Run 1, floorplan with the power grid:
(3 px per um) Pins as bars on the die edge.
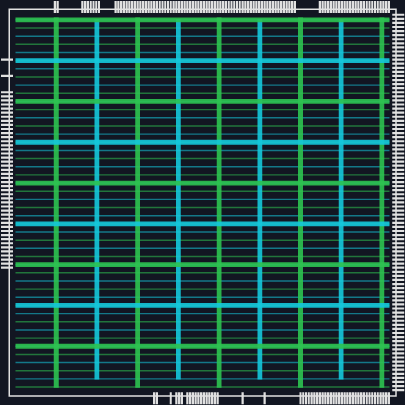
Run 1, cells colored by class:
(2 px per um) Fill, decap, tap and diode cells in gray.
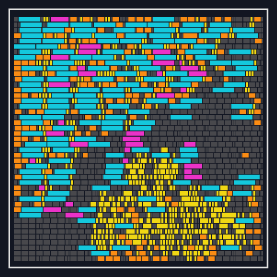
Run 1, clock wires, drivers and flops:
(4 px per um)
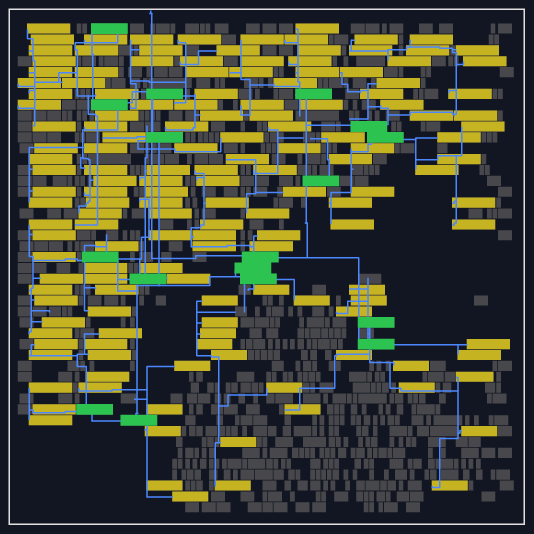
Run 1, metal layers overlaid:
(3 px per um) Two of the layers only.
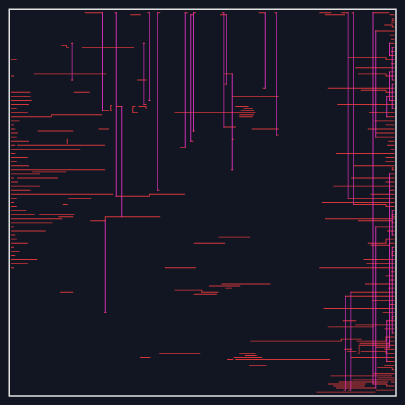
`config.mk`:
```
export PLATFORM = sky130hd
export DESIGN_NAME = fifo_ctrl
export DESIGN_NICKNAME = d
export VERILOG_FILES = /design/src/rtl/fifo_pkg.sv /design/src/rtl/fifo_prefetch_buf.sv /design/src/rtl/fifo_ctrl.sv
export SDC_FILE = /design/constraint.sdc
export NUM_CORES = 1
export LEC_CHECK = 0
export ABC_AREA = 1
export CORE_MARGIN = 1.5
export CORE_UTILIZATION = 48
export DETAILED_ROUTE_END_ITERATION = 10
export PLACE_DENSITY = 0.87
export SLEW_MARGIN = 20
export SYNTH_ARGS = -nofsm -noshare
export SYNTH_HDL_FRONTEND = slang
export SYNTH_SLANG_ARGS = --single-unit
```
`constraint.sdc`:
```
create_clock -name clk -period 6.1 [get_ports clk]
set_input_delay 0.915 -clock clk [delete_from_list [all_inputs] [get_ports clk]]
set_output_delay 0.915 -clock clk [all_outputs]
set_load 0.1 [all_outputs]
```
`src/rtl/fifo_pkg.sv`:
```
// Shared definitions for the FIFO controller slice.
//   addr_bits  : RAM address width for a given depth
//   level_bits : width needed to count DEPTH RAM words + in-flight read + 2 buffered words
package fifo_pkg;

    // Entries in the prefetch buffer that hides the RAM read latency.
    localparam int unsigned BUF_ENTRIES = 2;

    function automatic int unsigned addr_bits(input int unsigned depth);
        return $clog2(depth);
    endfunction

    function automatic int unsigned level_bits(input int unsigned depth);
        return $clog2(depth + 3);
    endfunction

endpackage

```
`src/rtl/fifo_prefetch_buf.sv`:
```
// Two-entry prefetch buffer holding words already read from the RAM.
// Ports:
//   clk, reset      : clock, asynchronous active-high reset
//   flush           : synchronous clear of head/tail/count
//   cap_valid       : RAM read data arrives this cycle (capture at the edge)
//   cap_data        : RAM read data
//   out_ready       : downstream accepts the head word
//   out_valid       : buffer holds at least one word
//   out_data        : head word
//   buf_cnt         : words held (0..2)
//   space           : slots free after this cycle's pop (0..2)
module fifo_prefetch_buf
    import fifo_pkg::*;
#(
    parameter int unsigned WIDTH = 64
) (
    input  logic             clk,
    input  logic             reset,
    input  logic             flush,
    input  logic             cap_valid,
    input  logic [WIDTH-1:0] cap_data,
    input  logic             out_ready,
    output logic             out_valid,
    output logic [WIDTH-1:0] out_data,
    output logic [1:0]       buf_cnt,
    output logic [1:0]       space
);

    logic [WIDTH-1:0] data_q [BUF_ENTRIES];
    logic             head_q;
    logic             tail_q;
    logic [1:0]       cnt_q;
    logic             pop;

    assign pop       = out_valid & out_ready;
    assign out_valid = (cnt_q != 2'd0);
    assign out_data  = data_q[head_q];
    assign buf_cnt   = cnt_q;
    // A pop this cycle frees a slot for a read issued this cycle.
    assign space     = 2'd2 - cnt_q + {1'b0, pop};

    always_ff @(posedge clk or posedge reset) begin
        if (reset) begin
            head_q <= 1'b0;
            tail_q <= 1'b0;
            cnt_q  <= 2'd0;
        end else if (flush) begin
            head_q <= 1'b0;
            tail_q <= 1'b0;
            cnt_q  <= 2'd0;
        end else begin
            if (cap_valid) begin
                tail_q <= ~tail_q;
            end
            if (pop) begin
                head_q <= ~head_q;
            end
            cnt_q <= cnt_q + {1'b0, cap_valid} - {1'b0, pop};
        end
    end

    // Storage is not reset; out_valid qualifies it.
    always_ff @(posedge clk) begin
        if (cap_valid && !flush) begin
            data_q[tail_q] <= cap_data;
        end
    end

endmodule

```
`src/rtl/fifo_ctrl.sv`:
```
// Synchronous FIFO controller in front of an external FifoRam with 1-cycle read latency.
// Ports:
//   clk, reset                      : clock, asynchronous active-high reset
//   flush                           : synchronous clear of all contents
//   in_valid/in_ready/in_data       : upstream stream
//   out_valid/out_ready/out_data    : downstream stream
//   level                           : words held (RAM + in-flight read + prefetch buffer)
//   ram_wen/ram_waddr/ram_wdata     : FifoRam write port
//   ram_ren/ram_raddr/ram_rdata     : FifoRam read port (data valid the cycle after ram_ren)
module fifo_ctrl
    import fifo_pkg::*;
#(
    parameter int unsigned DEPTH = 512,
    parameter int unsigned WIDTH = 64,
    parameter int unsigned ABITS = addr_bits(DEPTH),
    parameter int unsigned LBITS = level_bits(DEPTH)
) (
    input  logic             clk,
    input  logic             reset,
    input  logic             flush,
    input  logic             in_valid,
    output logic             in_ready,
    input  logic [WIDTH-1:0] in_data,
    output logic             out_valid,
    input  logic             out_ready,
    output logic [WIDTH-1:0] out_data,
    output logic [LBITS-1:0] level,
    output logic             ram_wen,
    output logic [ABITS-1:0] ram_waddr,
    output logic [WIDTH-1:0] ram_wdata,
    output logic             ram_ren,
    output logic [ABITS-1:0] ram_raddr,
    input  logic [WIDTH-1:0] ram_rdata
);

    logic [ABITS:0] wptr_q;
    logic [ABITS:0] rptr_q;
    logic [ABITS:0] ram_cnt;
    logic           rd_pend_q;
    logic           push;
    logic [1:0]     buf_cnt;
    logic [1:0]     space;

    // Pointers carry a wrap bit, so the difference is the RAM occupancy 0..DEPTH and
    // the MSB alone indicates a full RAM.
    assign ram_cnt   = wptr_q - rptr_q;
    assign in_ready  = !reset && !flush && !ram_cnt[ABITS];
    assign push      = in_valid && in_ready;

    assign ram_wen   = push;
    assign ram_waddr = wptr_q[ABITS-1:0];
    assign ram_wdata = in_data;

    // Issue only if the word will have a buffer slot when it lands next edge.
    assign ram_ren   = (ram_cnt != '0) && !flush && (space > {1'b0, rd_pend_q});
    assign ram_raddr = rptr_q[ABITS-1:0];

    assign level = LBITS'(ram_cnt) + LBITS'(rd_pend_q) + LBITS'(buf_cnt);

    always_ff @(posedge clk or posedge reset) begin
        if (reset) begin
            wptr_q    <= '0;
            rptr_q    <= '0;
            rd_pend_q <= 1'b0;
        end else if (flush) begin
            wptr_q    <= '0;
            rptr_q    <= '0;
            rd_pend_q <= 1'b0;
        end else begin
            if (push) begin
                wptr_q <= wptr_q + 1'b1;
            end
            if (ram_ren) begin
                rptr_q <= rptr_q + 1'b1;
            end
            rd_pend_q <= ram_ren;
        end
    end

    fifo_prefetch_buf #(
        .WIDTH(WIDTH)
    ) u_prefetch_buf (
        .clk       (clk),
        .reset     (reset),
        .flush     (flush),
        .cap_valid (rd_pend_q),
        .cap_data  (ram_rdata),
        .out_ready (out_ready),
        .out_valid (out_valid),
        .out_data  (out_data),
        .buf_cnt   (buf_cnt),
        .space     (space)
    );

endmodule

```
==> results.cfg, run 1 <==
; implementation run metrics
[run_status]
status = completed

[logic_synthesis]
synth_area_um2 = 7550
yosys_warnings = 0
synthCells = 756
mux_share_pct = 0
synth_flops = 153

[sta]
setup_violations = 0

[clock_network]
htreeDepth = 4
post_cts_resized = 0

[hold_path]
min_from = rptr_q[3]

[floorplanning]
dieArea_um2 = 16500
die_w_um = 128

[placement]
dp.cells = 1034
gp_congestion = 0.875
dp_hpwl_um = 14400

[finish]
diodes = 0

[route]
top_layer = met4
ant_nets = 0

[grt]
use_met2_pct = 43.5

[power_and_ir_drop]
pwr-share-seq_pct = 24.3
-- 'floorplan with the power grid' (at the start) --
[cyan] VDD
[green] VSS
signal pins: 293
met4 straps: 9

-- 'cells colored by class' (at the start) --
[magenta] clock drivers and dummy loads | cells: 32
[yellow] combinational and other logic | cells: 499
[cyan] sequential cells | cells: 153
[orange] remaining buffers and delay cells | cells: 172

-- 'clock wires, drivers and flops' (at the start) --
[blue] clock wires | length: 1760 um
[yellow] flip-flops | count: 153
[green] clock drivers | count: 17
routed clock nets: 18

-- 'metal layers overlaid' (at the start) --
[magenta] metal 4 | wire length: 1120 um
[red] metal 3 | wire length: 1580 um

[run 1: cell families after synthesis]
| group | Yosys count |
|---|---|
| compound gates | 12 |
| simple gates | 396 |
| flops | 153 |
| buf+inv | 157 |
| xor+xnor | 19 |
| fa+ha+maj | 19 |
[run 1: per-stage QoR]
| step | total power, mW | worst slack (ns) |
|---|---|---|
| floorplan | 3.99 | 1.47 |
| global placement | 4.43 | 1.64 |
| detailed placement | 4.47 | 1.56 |
| CTS | 5.60 | 1.10 |
| global route | 5.78 | 0.820 |
| finish | 5.58 | 1.13 |
[run 1: critical path, stage by stage (launching register included)]
cell	delay (ns)
dfrtp_1	0.43
inv_1	0.10
ha_1	0.20
inv_1	0.12
fa_1	0.46
ha_1	0.29
a21oi_1	0.06
nor2_1	0.17
nand2_1	0.07
nor2_1	0.12
and2_1	0.16
nand2_1	0.09
nor2_2	0.11
nand3_1	0.07
nand2_1	0.07
clkdlybuf4s50_1	1.13
[run 1: worst max path at each step]
stage | start | endpoint | cells after the start
final | wptr_q[0] | level[9] | 15
after global routing | wptr_q[0] | level[9] | 15
after CTS | wptr_q[0] | level[9] | 15
after detailed placement | wptr_q[0] | level[9] | 15
after global placement | wptr_q[0] | level[9] | 15
after floorplan | flush | u_prefetch_buf.data_q[0][0] | 5
[run 1: sequential cells by signal, summed over array words and instances (netlist names)]
register,count
rptr_q,10
wptr_q,10
u_prefetch_buf.buf_cnt,2
u_prefetch_buf.data_q,128
rd_pend_q,1
u_prefetch_buf.head_q,1
u_prefetch_buf.tail_q,1
[run 1: area by class of cell]
class | count | area, um^2
fillers | 1161 | 5810
flip-flops and latches | 153 | 4470
multi-input cells | 446 | 2170
repair buffers | 172 | 1710
clock buffers | 17 | 425
well taps | 211 | 264
clock inverters | 15 | 205
inverters | 53 | 199
==> run 2, diff against run 1 <==
Settings changed: CORE_UTILIZATION 48 to 44, PLACE_DENSITY 0.87 to 0.81.
Clock period 6.1 ns to 4.6 ns, I/O delays scaled along.
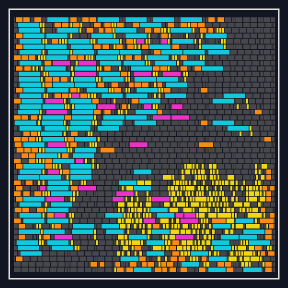
Run 2: cells colored by class
(2 px per um) Fill, decap, tap and diode cells in gray.
[cyan] sequential cells | cells: 153
[orange] remaining buffers and delay cells | cells: 173
[yellow] combinational and other logic | cells: 499
[magenta] clock drivers and dummy loads | cells: 32

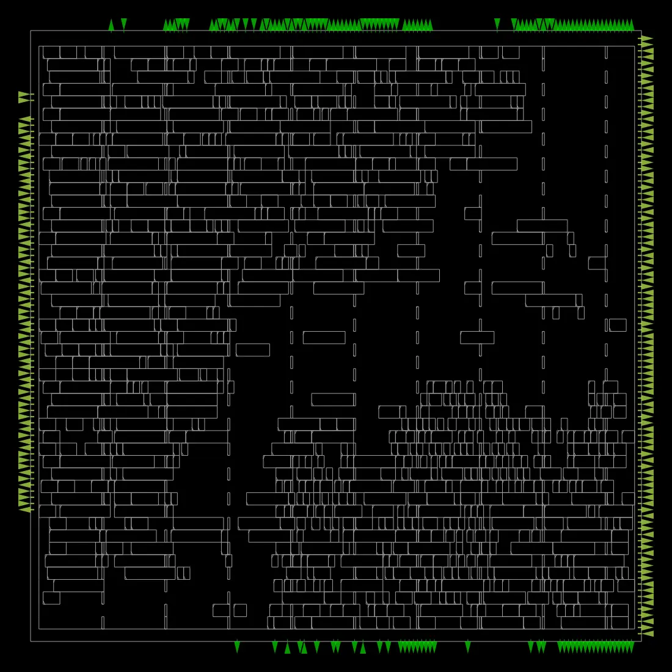
Run 2: placed standard cells
core box area: 16700 um^2
fin util: 56.8%
Rows: 47

==> results.cfg, run 2 <==
; implementation run metrics
[worst_setup_path]
cp.depth = 15
critical_path.startpoint = wptr_q[0]
cp_top_family = adder cells
critPathBufInv = 3
endpoint = level[9]
slowest_stage = fa_1
crit_top_cell = nand2_1

[finish]
buffers = 173
logic_area_um2 = 2170
comb_cells = 446
flops = 153
layout.nonclk_buf_share_pct = 18.1
clkCellAreaFrac_pct = 6.92
comb_share_pct = 22.9
final_cell_mix = nand2_1, clkdlybuf4s50_1, edfxtp_1, inv_1, nand3_1
nClkBuffers = 17
nNonClkInverters = 53
sh_seq_area_pct = 47.1
top_regs = u_prefetch_buf.data_q x128, rptr_q x10, wptr_q x10
top_register = u_prefetch_buf.data_q
seqCellArea_um2 = 4470

[power_and_ir_drop]
pwr-share-seq_pct = 24.2

[sta]
setup_violations = 0

[placement]
gp_congestion = 0.878
dp_hpwl_um = 14200
pre_cts_ws_ns = 0.906

[route]
ant_nets = 0
top_layer = met4

[floorplanning]
die_w_um = 134
n_tap_cell = 220

[clock_network]
post_cts_resized = 0
htreeDepth = 4

[run_status]
status = completed

[logic_synthesis]
synthCells = 756
synth_flops = 153
synth_area_um2 = 7550

[grt]
use_met2_pct = 38.1
-- run 2: logic make-up (layout without fill, tap and decap cells) --
| group | after synthesis | count (layout) | synth area share [%] |
|---|---|---|---|
| DFF | 153 | 153 | 59.2 |
| buffers and inverters | 157 | 258 | 12.2 |
| adders and majority gates | 19 | 19 | 3.45 |
| AOI/OAI and AO/OA | 12 | 12 | 0.978 |
| and+or+nand+nor | 396 | 396 | 21.9 |
| xor gates and xnor gates | 19 | 19 | 2.20 |
-- run 2: metrics by stage --
stage	instances	total power, mW
finish	1077	7.39
global route	1077	7.67
CTS	1077	7.43
detailed placement	1045	5.93
global placement	1045	5.89
floorplan	756	5.29
-- run 2: tightest hold or removal path: stages (launching register included) --
cell and delay, ns:
dfrtp_1 0.40, nand3_1 0.09, nand2_1 0.06
-- run 2: how the worst min path moves through the flow --
stage	from	end	slack [ns]	cells past startpoint
2_1_floorplan	rptr_q[3]	rptr_q[3]	0.51	2
3_3_place_gp	rptr_q[8]	rptr_q[8]	0.55	2
3_5_place_dp	rptr_q[8]	rptr_q[8]	0.56	2
4_1_cts	rptr_q[8]	rptr_q[8]	0.58	2
5_1_grt	rptr_q[8]	rptr_q[8]	0.60	2
6_report	rptr_q[8]	rptr_q[8]	0.57	2
-- run 2: power groups by stage --
stage | sequential (mW) | combinational [mW] | clock [mW]
2_1_floorplan | 1.81 | 3.48 | 0
3_3_place_gp | 1.81 | 4.08 | 0
3_5_place_dp | 1.82 | 4.11 | 0
4_1_cts | 1.79 | 4.13 | 1.51
5_1_grt | 1.80 | 4.31 | 1.56
6_report | 1.79 | 4.11 | 1.49
Power figures rest on the tool's default switching activity, not on a simulated workload.
